**src/rtl/reflet_bus_arbiter.sv**
```systemverilog
// Two-master round-robin arbiter for a single-port, synchronous-read memory bus.
// Grants are combinational from registered ownership state; read-valid tags follow one cycle later.
module reflet_bus_arbiter #(
    parameter int wordsize = 16,
    parameter int MAX_HOLD = 4
) (
    input  logic                clk,
    input  logic                reset,
    input  logic                m0_req,
    input  logic [wordsize-1:0] m0_addr,
    input  logic [wordsize-1:0] m0_wdata,
    input  logic                m0_we,
    output logic                m0_gnt,
    output logic [wordsize-1:0] m0_rdata,
    output logic                m0_rvalid,
    input  logic                m1_req,
    input  logic [wordsize-1:0] m1_addr,
    input  logic [wordsize-1:0] m1_wdata,
    input  logic                m1_we,
    output logic                m1_gnt,
    output logic [wordsize-1:0] m1_rdata,
    output logic                m1_rvalid,
    output logic [wordsize-1:0] mem_addr,
    output logic [wordsize-1:0] mem_wdata,
    output logic                mem_we,
    output logic                mem_en,
    input  logic [wordsize-1:0] mem_rdata
);
    localparam int HW = (MAX_HOLD > 1) ? $clog2(MAX_HOLD) : 1;
    localparam logic [HW-1:0] HOLD_MAX = HW'(MAX_HOLD - 1);

    typedef enum logic [1:0] {NONE = 2'd0, M0 = 2'd1, M1 = 2'd2} owner_t;

    owner_t        owner;
    logic          rr_ptr;      // 0 favours m0 on a tie, 1 favours m1
    logic [HW-1:0] hold_cnt;
    logic          rv0, rv1;
    logic          g0, g1;
    logic          hold_ok;

    always_comb begin
        g0      = 1'b0;
        g1      = 1'b0;
        hold_ok = (hold_cnt < HOLD_MAX);
        case (owner)
            M0: begin
                if (m0_req && (!m1_req || hold_ok)) g0 = 1'b1;
                else if (m1_req)                    g1 = 1'b1;
            end
            M1: begin
                if (m1_req && (!m0_req || hold_ok)) g1 = 1'b1;
                else if (m0_req)                    g0 = 1'b1;
            end
            default: begin
                if (m0_req && m1_req) begin
                    g0 = ~rr_ptr;
                    g1 = rr_ptr;
                end else begin
                    g0 = m0_req;
                    g1 = m1_req;
                end
            end
        endcase
        // Reset silences the bus even though state only clears on the edge.
        if (reset) begin
            g0 = 1'b0;
            g1 = 1'b0;
        end
    end

    assign m0_gnt    = g0;
    assign m1_gnt    = g1;
    assign mem_en    = g0 | g1;
    assign mem_we    = g0 ? m0_we    : (g1 ? m1_we    : 1'b0);
    assign mem_addr  = g0 ? m0_addr  : (g1 ? m1_addr  : '0);
    assign mem_wdata = g0 ? m0_wdata : (g1 ? m1_wdata : '0);

    assign m0_rvalid = rv0 & ~reset;
    assign m1_rvalid = rv1 & ~reset;
    assign m0_rdata  = m0_rvalid ? mem_rdata : '0;
    assign m1_rdata  = m1_rvalid ? mem_rdata : '0;

    always_ff @(posedge clk) begin
        if (reset) begin
            owner    <= NONE;
            rr_ptr   <= 1'b0;
            hold_cnt <= '0;
            rv0      <= 1'b0;
            rv1      <= 1'b0;
        end else begin
            rv0 <= g0 & ~m0_we;
            rv1 <= g1 & ~m1_we;
            if (g0 | g1) begin
                owner  <= g0 ? M0 : M1;
                rr_ptr <= g0;
                if ((g0 && owner == M0) || (g1 && owner == M1))
                    hold_cnt <= (hold_cnt == HOLD_MAX) ? hold_cnt : hold_cnt + 1'b1;
                else
                    hold_cnt <= '0;
            end else begin
                owner    <= NONE;
                hold_cnt <= '0;
            end
        end
    end
endmodule

```
**config.mk**
```make
export PLATFORM = sky130hd
export DESIGN_NAME = reflet_bus_arbiter
export DESIGN_NICKNAME = d
export VERILOG_FILES = /design/src/rtl/reflet_bus_arbiter.sv
export SDC_FILE = /design/constraint.sdc
export NUM_CORES = 1
export LEC_CHECK = 0
export CAP_MARGIN = 25
export CORE_ASPECT_RATIO = 0.75
export CORE_UTILIZATION = 23
export DETAILED_ROUTE_END_ITERATION = 16
export PLACE_DENSITY = 0.93
export SLEW_MARGIN = 40
export SYNTH_ARGS = -nofsm -noshare
export SYNTH_HDL_FRONTEND = slang
export SYNTH_SLANG_ARGS = --single-unit
```
**constraint.sdc**
```tcl
create_clock -name clk -period 3 [get_ports clk]
set_clock_uncertainty 0.2 [all_clocks]
set_input_delay 0.3 -clock clk [delete_from_list [all_inputs] [get_ports clk]]
set_output_delay 0.3 -clock clk [all_outputs]
set_load 0.02 [all_outputs]
```
### Signal wires on met2

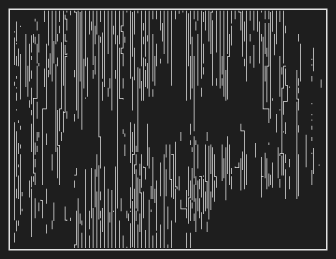
- main direction: vertical
- wire length on this layer: 2630 microns
- share of all routed wire: 56%
- nets with wire on the layer: 324
- longest straight run: 42.5 microns

### Routing congestion

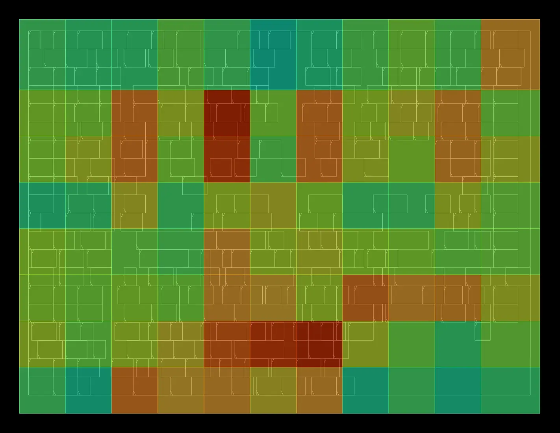
Overall Global Routing Usage: 19.45%
Final Util: 65.55%
GRT met3 Usage: 4.031%

### Signal metal coverage by tile

Bar = 20 microns. 16 x 12 tiles, from black (low) to pale yellow (high), scaled to the fullest tile. Values are wire area over tile area, all layers added.
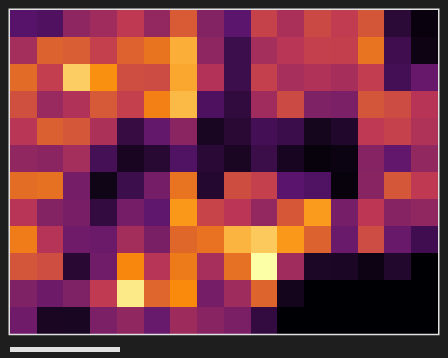
- tiles over half the peak: 34%
- emptiest ninth of the die: bottom right
- fullest tile: 0.42
- mean over tiles: 0.16
- nearly empty tiles: 6.8%

### Cell area per tile

Bar = 20 microns. 8 x 6 tiles, from black (low) to pale yellow (high), 0 to 100% covered.
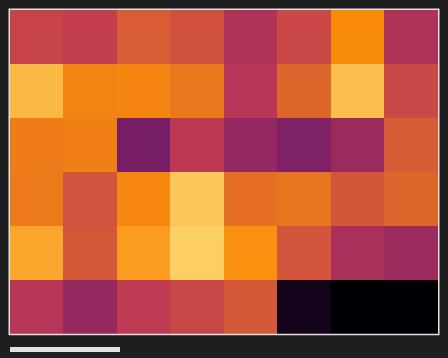
- emptiest ninth of the die: bottom right
- mean over tiles: 57%
- nearly empty tiles: 4.2%
- fullest tile: 90%

### Met1 routing

Bar = 20 microns.
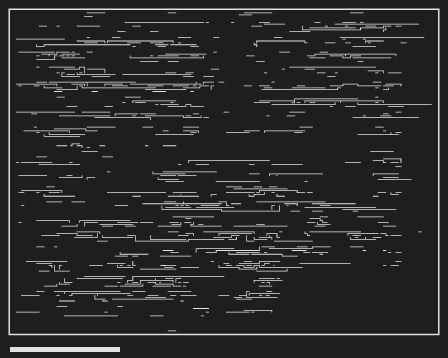
- wire length on this layer: 1750 microns
- main direction: horizontal

==> summary.log <==
[worst_setup_path] Largest delay share family, worst path AND-OR/OR-AND gates
[worst_setup_path] number of buffer and inverter stages on the critical path 4
[clocking] htree depth 1
[clocking] deepest clock path buffer count 2
[floorplan] die height 58.85 microns
[detailed_routing] count of nets left with antenna violations after detail routing 0
[timing] sum of negative setup slack 0 ns
[timing] Max Clk Rate 0.3446 GHz
[timing] setup-violating endpoint count in the final report 0
[yosys] sequential share of the synthesized area 14.14%
[pwr] switching share of power 43.69%
[clocking] hold buffer count at cts 0
[cells_and_area] logic share of the area 28.83%
[pwr] Switching Power 0.5424 mW
[pwr] group drawing the most power combinational cells
[yosys] average cell area after synthesis 8.327 sq um
[cells_and_area] Comb gates 96
[clocking] clk latency late pin 0.22 ns
[floorplan] Initial Util 24.29%
[worst_setup_path] type of destination of the critical path primary output
[yosys] Post-Synth AOI/OAI Area 37.25%
[global_routing] via count of the first global-routing pass 1482
[yosys] leading cell types by count after synthesis and2_1 (34), a22o_1 (33), dfxtp_1 (7), inv_1 (6)
[timing] Slew Limit Fails 0
[global_routing] Overflow after GRT 0
[floorplan] tap cell instance count 55
[cells_and_area] biggest registers after layout hold_cnt: 2 flops, owner: 2 flops
[cells_and_area] Non-Clock Buffer Area Fraction 60.83%
[worst_setup_path] startpoint class of the critical path register
[cells_and_area] ratio of cells with drive above 1 in the final layout 13.48%
[clocking] Root Driver clkbuf_8
[detailed_routing] DR WL met2 2628 microns
[worst_setup_path] end of the critical path mem_addr[6]
[yosys] most area-hungry cell type in the Yosys netlist a22o_1
[worst_setup_path] Arr. time, crit path 2.40 ns
[hold_path] hold path start rr_ptr$_SDFFE_PP0N_
[yosys] cell total in the yosys stat output 119
[clocking] # Post-CTS Setup Buffers 1
[pwr] Power Sequential 0.126 mW
[place] RePlAce Congestion 0.8909
[yosys] Mapped Nets 208
[floorplan] die area 4578 sq um
[floorplan] row cnt 20
[yosys] proportion of synthesized flip-flops having asynchronous set or reset 0%
[detailed_routing] first-pass detailed-route iteration total 4
[clocking] Worst-path clk slew 0.04 ns
[run_status] result of the run finished, final reports clean
[timing] actual transition at the worst max-transition pin 0.3512 ns
[cells_and_area] number of fillers in the final layout 337
[timing] final worst path period need 2.902 ns
[clocking] number of buffers created by CTS 3
[detailed_routing] Met1 Routed Length 1745 microns
[detailed_routing] top layer in use met4
[place] port buffer count 155
[timing] worst hold slack after final layout 0.3534 ns
[detailed_routing] average wire per cell in the routed design 13.92 microns
[pwr] Logic power comb 0.986 mW
[cells_and_area] count of inserted antenna diode cells 0
[yosys] Netlist Area Pre-Place 991.0 sq um
[place] placed inst area 2644 sq um
[worst_setup_path] first element of the critical path owner[0]$_SDFF_PP0_
[cells_and_area] number of nets in the finished design 372
[detailed_routing] count of vias placed by the detailed router 1561
Power and IR drop assume default switching activity.
